[src/rtl/dmem_arbiter_pkg.sv]
// Shared definitions for the data-memory arbiter.
// Holds the default bus widths, the port-select encoding used between the
// fairness selector and the request mux, and the hold-counter width.
package dmem_arbiter_pkg;

    localparam int unsigned ADDR_W_DEF = 16;
    localparam int unsigned DATA_W_DEF = 16;

    // MAX_HOLD is limited to 1..15, so four bits always suffice.
    localparam int unsigned HOLD_W = 4;

    typedef enum logic [1:0] {
        SEL_NONE = 2'b00,
        SEL_A    = 2'b01,
        SEL_B    = 2'b10
    } sel_e;

endpackage

[src/rtl/dmem_fair_sel.sv]
// Grant decision for the two memory requesters.
// Port A (core MEM stage) has priority. A hold counter tracks consecutive A
// grants taken while B waits; once it reaches MAX_HOLD, B wins the next
// contested cycle.
// Ports:
//   clk, rst_n   clock and synchronous active-low reset
//   a_req, b_req request lines of the two ports
//   sel          combinational select code (SEL_NONE / SEL_A / SEL_B)
module dmem_fair_sel
    import dmem_arbiter_pkg::*;
#(
    parameter int unsigned MAX_HOLD = 4
) (
    input  logic clk,
    input  logic rst_n,
    input  logic a_req,
    input  logic b_req,
    output sel_e sel
);

    localparam logic [HOLD_W-1:0] MAX_HOLD_C = HOLD_W'(MAX_HOLD);

    logic [HOLD_W-1:0] hold_cnt_q;
    logic [HOLD_W-1:0] hold_cnt_d;

    // While reset is asserted no port is selected, which also blocks any write.
    always_comb begin
        sel        = SEL_NONE;
        hold_cnt_d = '0;
        if (rst_n) begin
            if (a_req && b_req) begin
                sel = (hold_cnt_q == MAX_HOLD_C) ? SEL_B : SEL_A;
            end else if (a_req) begin
                sel = SEL_A;
            end else if (b_req) begin
                sel = SEL_B;
            end
        end
        // Only an A grant with B left waiting advances the count; anything
        // else means B is being served or has no demand.
        if (sel == SEL_A && b_req) begin
            hold_cnt_d = (hold_cnt_q == MAX_HOLD_C) ? hold_cnt_q : hold_cnt_q + 1'b1;
        end
    end

    always_ff @(posedge clk) begin
        if (!rst_n) begin
            hold_cnt_q <= '0;
        end else begin
            hold_cnt_q <= hold_cnt_d;
        end
    end

endmodule

[src/rtl/dmem_arbiter.sv]
// Arbiter sharing a single-port data memory between the core (port A) and
// the loader/debug master (port B).
// One access is granted per cycle; the granted port's request is muxed onto
// the memory bus and read data is returned one cycle later through
// registered rvalid/rdata outputs per port.
// Ports:
//   clk, rst_n                 clock and synchronous active-low reset
//   a_* / b_*                  requester interfaces (req, we, addr, wdata in;
//                              gnt comb out; rvalid, rdata registered out)
//   mem_write/address/write_data  memory request bus
//   mem_read_data              memory combinational read data
module dmem_arbiter
    import dmem_arbiter_pkg::*;
#(
    parameter int unsigned ADDR_W   = ADDR_W_DEF,
    parameter int unsigned DATA_W   = DATA_W_DEF,
    parameter int unsigned MAX_HOLD = 4
) (
    input  logic              clk,
    input  logic              rst_n,
    input  logic              a_req,
    input  logic              a_we,
    input  logic [ADDR_W-1:0] a_addr,
    input  logic [DATA_W-1:0] a_wdata,
    output logic              a_gnt,
    output logic              a_rvalid,
    output logic [DATA_W-1:0] a_rdata,
    input  logic              b_req,
    input  logic              b_we,
    input  logic [ADDR_W-1:0] b_addr,
    input  logic [DATA_W-1:0] b_wdata,
    output logic              b_gnt,
    output logic              b_rvalid,
    output logic [DATA_W-1:0] b_rdata,
    output logic              mem_write,
    output logic [ADDR_W-1:0] mem_address,
    output logic [DATA_W-1:0] mem_write_data,
    input  logic [DATA_W-1:0] mem_read_data
);

    sel_e sel;

    logic              a_rvalid_q, a_rvalid_d;
    logic              b_rvalid_q, b_rvalid_d;
    logic [DATA_W-1:0] a_rdata_q, a_rdata_d;
    logic [DATA_W-1:0] b_rdata_q, b_rdata_d;

    dmem_fair_sel #(
        .MAX_HOLD (MAX_HOLD)
    ) u_fair_sel (
        .clk   (clk),
        .rst_n (rst_n),
        .a_req (a_req),
        .b_req (b_req),
        .sel   (sel)
    );

    // Request mux: an idle bus is driven to zero so the memory sees a
    // quiet, deterministic address when nobody is granted.
    always_comb begin
        a_gnt          = 1'b0;
        b_gnt          = 1'b0;
        mem_write      = 1'b0;
        mem_address    = '0;
        mem_write_data = '0;
        unique case (sel)
            SEL_A: begin
                a_gnt          = 1'b1;
                mem_write      = a_we;
                mem_address    = a_addr;
                mem_write_data = a_wdata;
            end
            SEL_B: begin
                b_gnt          = 1'b1;
                mem_write      = b_we;
                mem_address    = b_addr;
                mem_write_data = b_wdata;
            end
            default: ;
        endcase
    end

    // Read responses: a granted read captures the memory output; rdata
    // otherwise keeps its last value while rvalid drops.
    always_comb begin
        a_rvalid_d = a_gnt && !a_we;
        b_rvalid_d = b_gnt && !b_we;
        a_rdata_d  = a_rvalid_d ? mem_read_data : a_rdata_q;
        b_rdata_d  = b_rvalid_d ? mem_read_data : b_rdata_q;
    end

    always_ff @(posedge clk) begin
        if (!rst_n) begin
            a_rvalid_q <= 1'b0;
            b_rvalid_q <= 1'b0;
            a_rdata_q  <= '0;
            b_rdata_q  <= '0;
        end else begin
            a_rvalid_q <= a_rvalid_d;
            b_rvalid_q <= b_rvalid_d;
            a_rdata_q  <= a_rdata_d;
            b_rdata_q  <= b_rdata_d;
        end
    end

    assign a_rvalid = a_rvalid_q;
    assign b_rvalid = b_rvalid_q;
    assign a_rdata  = a_rdata_q;
    assign b_rdata  = b_rdata_q;

endmodule

[config.mk]
export PLATFORM = sky130hd
export DESIGN_NAME = dmem_arbiter
export DESIGN_NICKNAME = d
export VERILOG_FILES = /design/src/rtl/dmem_arbiter_pkg.sv /design/src/rtl/dmem_fair_sel.sv /design/src/rtl/dmem_arbiter.sv
export SDC_FILE = /design/constraint.sdc
export NUM_CORES = 1
export LEC_CHECK = 0
export ABC_AREA = 1
export CAP_MARGIN = 20
export CORE_MARGIN = 3
export CORE_UTILIZATION = 63
export CTS_CLUSTER_DIAMETER = 200
export DETAILED_ROUTE_END_ITERATION = 8
export DONT_BUFFER_PORTS = 1
export GPL_ROUTABILITY_DRIVEN = 0
export PLACE_DENSITY = 0.89
export SYNTH_ARGS = -nofsm -noshare
export SYNTH_HDL_FRONTEND = slang
export SYNTH_HIERARCHICAL = 1
export SYNTH_SLANG_ARGS = --single-unit
export TNS_END_PERCENT = 1
[constraint.sdc]
create_clock -name clk -period 2.4 [get_ports clk]
set_clock_uncertainty 0.15 [all_clocks]
set_input_delay 0.48 -clock clk [delete_from_list [all_inputs] [get_ports clk]]
set_output_delay 0.48 -clock clk [all_outputs]
set_load 0.005 [all_outputs]
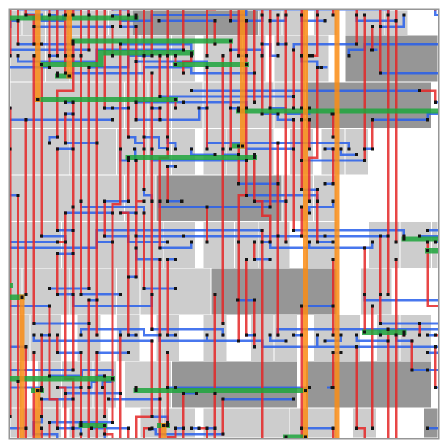
Fig. 1. Close-up of the layout (run 1).
Region (20, 20) to (45, 45) µm. Cells in gray, sequential cells in the stronger gray; small squares are vias.
[blue] M1
[green] M3
[red] M2
[orange] M4
netlist names of flops here include: `a_rdata` (4), `b_rdata` (2)
sequential cells in the window: 7
most frequent: nand2_1 (17), nand3_1 (14), nor2_1 (11)
cells with their middle in the window: 80

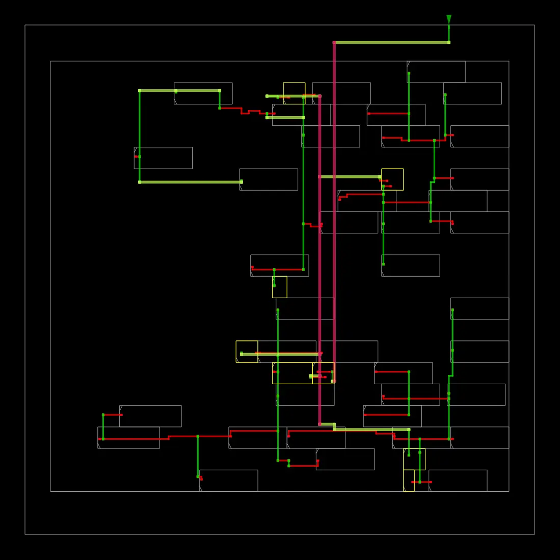
Fig. 2. Clock wiring as the flow saved it (run 1).
tally of clock buffers in the finished layout: 7
clock latency on the worst-skew pair: 340 ps
flip-flop and latch count: 38
number of buffers added by the clock tree synthesis step: 5

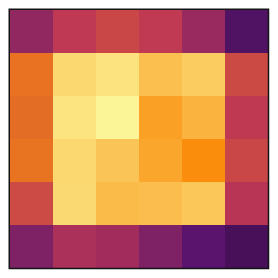
Fig. 3. Cell area per tile (run 1).
(4 px per µm) The die is cut into 6 by 6 equal tiles; black is low, pale yellow is high, 0 to 100% covered.
densest ninth of the die: middle
emptiest ninth of the die: bottom right
tiles over 75% full: 44%
fullest tile: 98%
Core Density at Floorplan: 68.2%
area of the core region: 3150 µm²

[run 1: cell families (layout without fill, tap and decap cells)]
| logic type | after synthesis | count (layout) | share of synthesized area [%] |
|---|---|---|---|
| flops | 38 | 38 | 35.4 |
| fa+ha+maj | 5 | 5 | 2.91 |
| xor+xnor | 1 | 1 | 0.408 |
| buf+inv | 51 | 52 | 11.8 |
| compound gates | 36 | 36 | 8.38 |
| simple gates | 211 | 211 | 41.2 |
[run 1: where the power goes]
group          internal [mW]  switching, mW
Clock                  0.142          0.211
Combinational          0.118          0.181
Sequential             0.657         0.0195
[run 1: final cells by class]
class                   instances  share of cell area, %
multi-input cells             253                   55.2
flip-flops and latches         38                   27.9
repair buffers                 16                   8.87
inverters                      28                   3.84
clock buffers                   7                   2.01
well taps                      44                   2.01
clock inverters                 1                  0.183
==> impl_metrics.ini, run 1 <==
; flow metrics
[critical_path]
worstSetupPathDepth = 10
critical_path_arrival_ps = 1990
worst_r2r_startpoint = u_fair_sel/hold_cnt_q[0]
timing.critical_path.to = mem_address[9]
path_common_cell = sky130_fd_sc_hd__inv_2
critical_path.n_buffers_inverters = 4
worst_setup_path_start_kind = flop
crit_path_max_incr_delay_ps = 340
critPathMaxFanout = 7

[outcome]
status = finished, violations left
failed_checks = negative setup slack

[layout]
final_core_utilization_pct = 86.7
fillCellCount = 173
final_layout_size_suffix_gt1_share_pct = 32.1
flow.area_growth_from_synthesis_pct = 27.2
antenna_cells = 0

[synthesis]
yosys-top-cells-area = sky130_fd_sc_hd__dfxtp_1, sky130_fd_sc_hd__nand2_1, sky130_fd_sc_hd__nor2_1, sky130_fd_sc_hd__a21oi_1, sky130_fd_sc_hd__nand3_1
yosysMostFrequentCell = sky130_fd_sc_hd__nand2_1
synthDistinctLibCells = 19
ys_area_um2 = 2150
ys.flops = 38
synth.top_cells.by_count = sky130_fd_sc_hd__nand2_1, sky130_fd_sc_hd__nor2_1, sky130_fd_sc_hd__dfxtp_1

[place]
place.detailed.instances = 371
dp_hpwl_mm = 4.35
cell_area_after_placement_um2 = 2160

[routing]
route.vias.total = 2352
final_antenna_net_count = 0
dr_wl_met3_um = 803
totalWireLength_mm = 7.40
wl_met2_mm = 3.84

[flow_run]
cap_violations = 0

[power]
power_per_cell_area_nw_per_um2 = 485

[grt]
grtUsageMet3_pct = 9.88
global_route_wire_length_before_repair_mm = 10.6
gr-usage-met2_pct = 59.3
gr-usage-met1_pct = 33.9
grt-ovfl-total = 0
first_global_vias = 2248
grt_start_max_net_pins = 37

[final_timing]
final_critical_path_setup_slack_ps = -220
setup_viol = 33
slew_headroom_pct = 74.7
hold_violations = 0
final.period_utilization_pct = 109
worst_hold_slack_ps = 39.0

[floorplan]
io-pin-count = 155
fp-row-count = 20
die-area_um2 = 4150

[clock_tree]
cts.root.buffer_cell = sky130_fd_sc_hd__clkbuf_4
postCtsSetupBuffers = 4
path_clk_slew_ps = 120
cts_tree = yes

[worst_hold_path]
timing.hold.worst_endpoint = a_rvalid
==> run 2, diff against run 1 <==
Settings changed: ABC_AREA 1 to default, CORE_UTILIZATION 63 to 62, PLACE_DENSITY 0.89 to 0.88.
Clock period 2.4 ns to 2.9 ns, I/O delays scaled along.
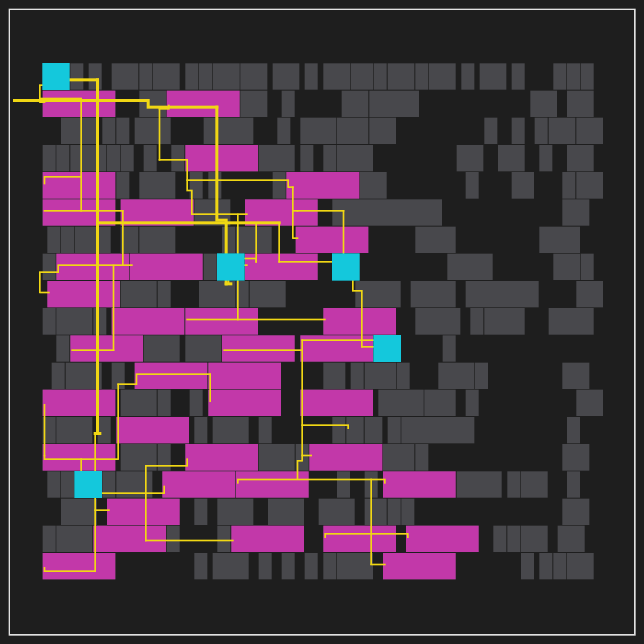
Fig. 4. Clock distribution (run 2).
(10 px per µm)
[cyan] clock-net drivers | count: 5
[yellow] clock wires | length: 424 µm
[magenta] flip-flops | count: 38
routed clock nets: 6
portion of total power attributed to the clock network: 35.1%
total clock network power: 350 µW

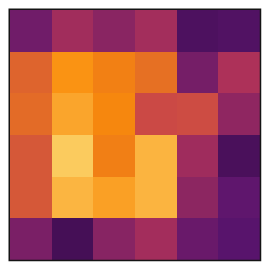
Fig. 5. Cell area per tile (run 2).
(4 px per µm) The die is cut into 6 by 6 equal tiles; black is low, pale yellow is high, 0 to 100% covered.
Core Density at Floorplan: 68.0%
area of the core region: 2900 µm²
post-layout utilization of the core: 70.6%

==> impl_metrics.ini, run 2 <==
; flow metrics
[power]
pg_comb_uw = 103
sequential_power_uw = 545
power.share.sequential_pct = 54.6
power-top-group = sequential cells
power_per_cell_area_nw_per_um2 = 488
p_sw_uw = 244
power.switching_fraction_pct = 24.5

[synthesis]
synthAdderAreaFrac_pct = 3.17
ys_area_um2 = 1970
synthDistinctLibCells = 22
ys.flops = 38
yosysMostFrequentCell = sky130_fd_sc_hd__nand2_1
synth-xor-area-share_pct = 0.888
synth.top_cells.by_count = sky130_fd_sc_hd__nand2_1, sky130_fd_sc_hd__dfxtp_1, sky130_fd_sc_hd__nor2_1
synth.comb.largest_family = simple AND/OR/NAND/NOR gates
synth.mux.area_fraction_pct = 16.2

[critical_path]
worst_setup_path_start_kind = flop
timing.critical_path.to = mem_address[0]
critical_path_arrival_ps = 2040
worst_r2r_startpoint = u_fair_sel/hold_cnt_q[0]

[place]
cell_area_after_placement_um2 = 1930
place.detailed.instances = 258

[final_timing]
worst_hold_slack_ps = 185
setup_viol = 0
hold_violations = 0
slew_headroom_pct = 79.4
final_critical_path_setup_slack_ps = 125

[grt]
grtUsageMet3_pct = 8.81
grt_start_max_net_pins = 54
global_route_wire_length_before_repair_mm = 7.67

[clock_tree]
cts_buffers = 5
cts.root.buffer_cell = sky130_fd_sc_hd__clkbuf_4
cts_tree = yes

[floorplan]
die-area_um2 = 3900
fp-row-count = 19

[outcome]
status = finished clean

[layout]
antenna_cells = 0
flow.area_growth_from_synthesis_pct = 3.74

[worst_hold_path]
timing.hold.worst_endpoint = a_rvalid
run 2: cell count changes in the layout (fill, tap and decap cells not counted), sizes merged, moves of 2 or more:
cell / before / now
nor3: 2 / 0
nor2: 68 / 38
nand4: 3 / 1
a22oi: 0 / 33
clkbuf: 8 / 5
buf: 15 / 4
inv: 28 / 7
nand2: 102 / 49
nand3: 36 / 1
mux2i: 0 / 32
a21oi: 36 / 1
run 2: repair_timing:
action | in CTS | in global routing
endpoints found under the setup margin | 0 | 33
buffers inserted | 0 | 0
hold buffers | 0 | 0
endpoints found under the hold margin | 0 | 0
resized | 0 | 11
run 2: cell type report:
type,instances,area share (%)
clock inverter,3,1.96
clock buffer,5,1.83
sequential,38,37.2
timing repair buffer,4,2.44
inverter,7,1.28
multi-input combinational,167,52.8
tap,42,2.57
Power and IR drop assume default switching activity.
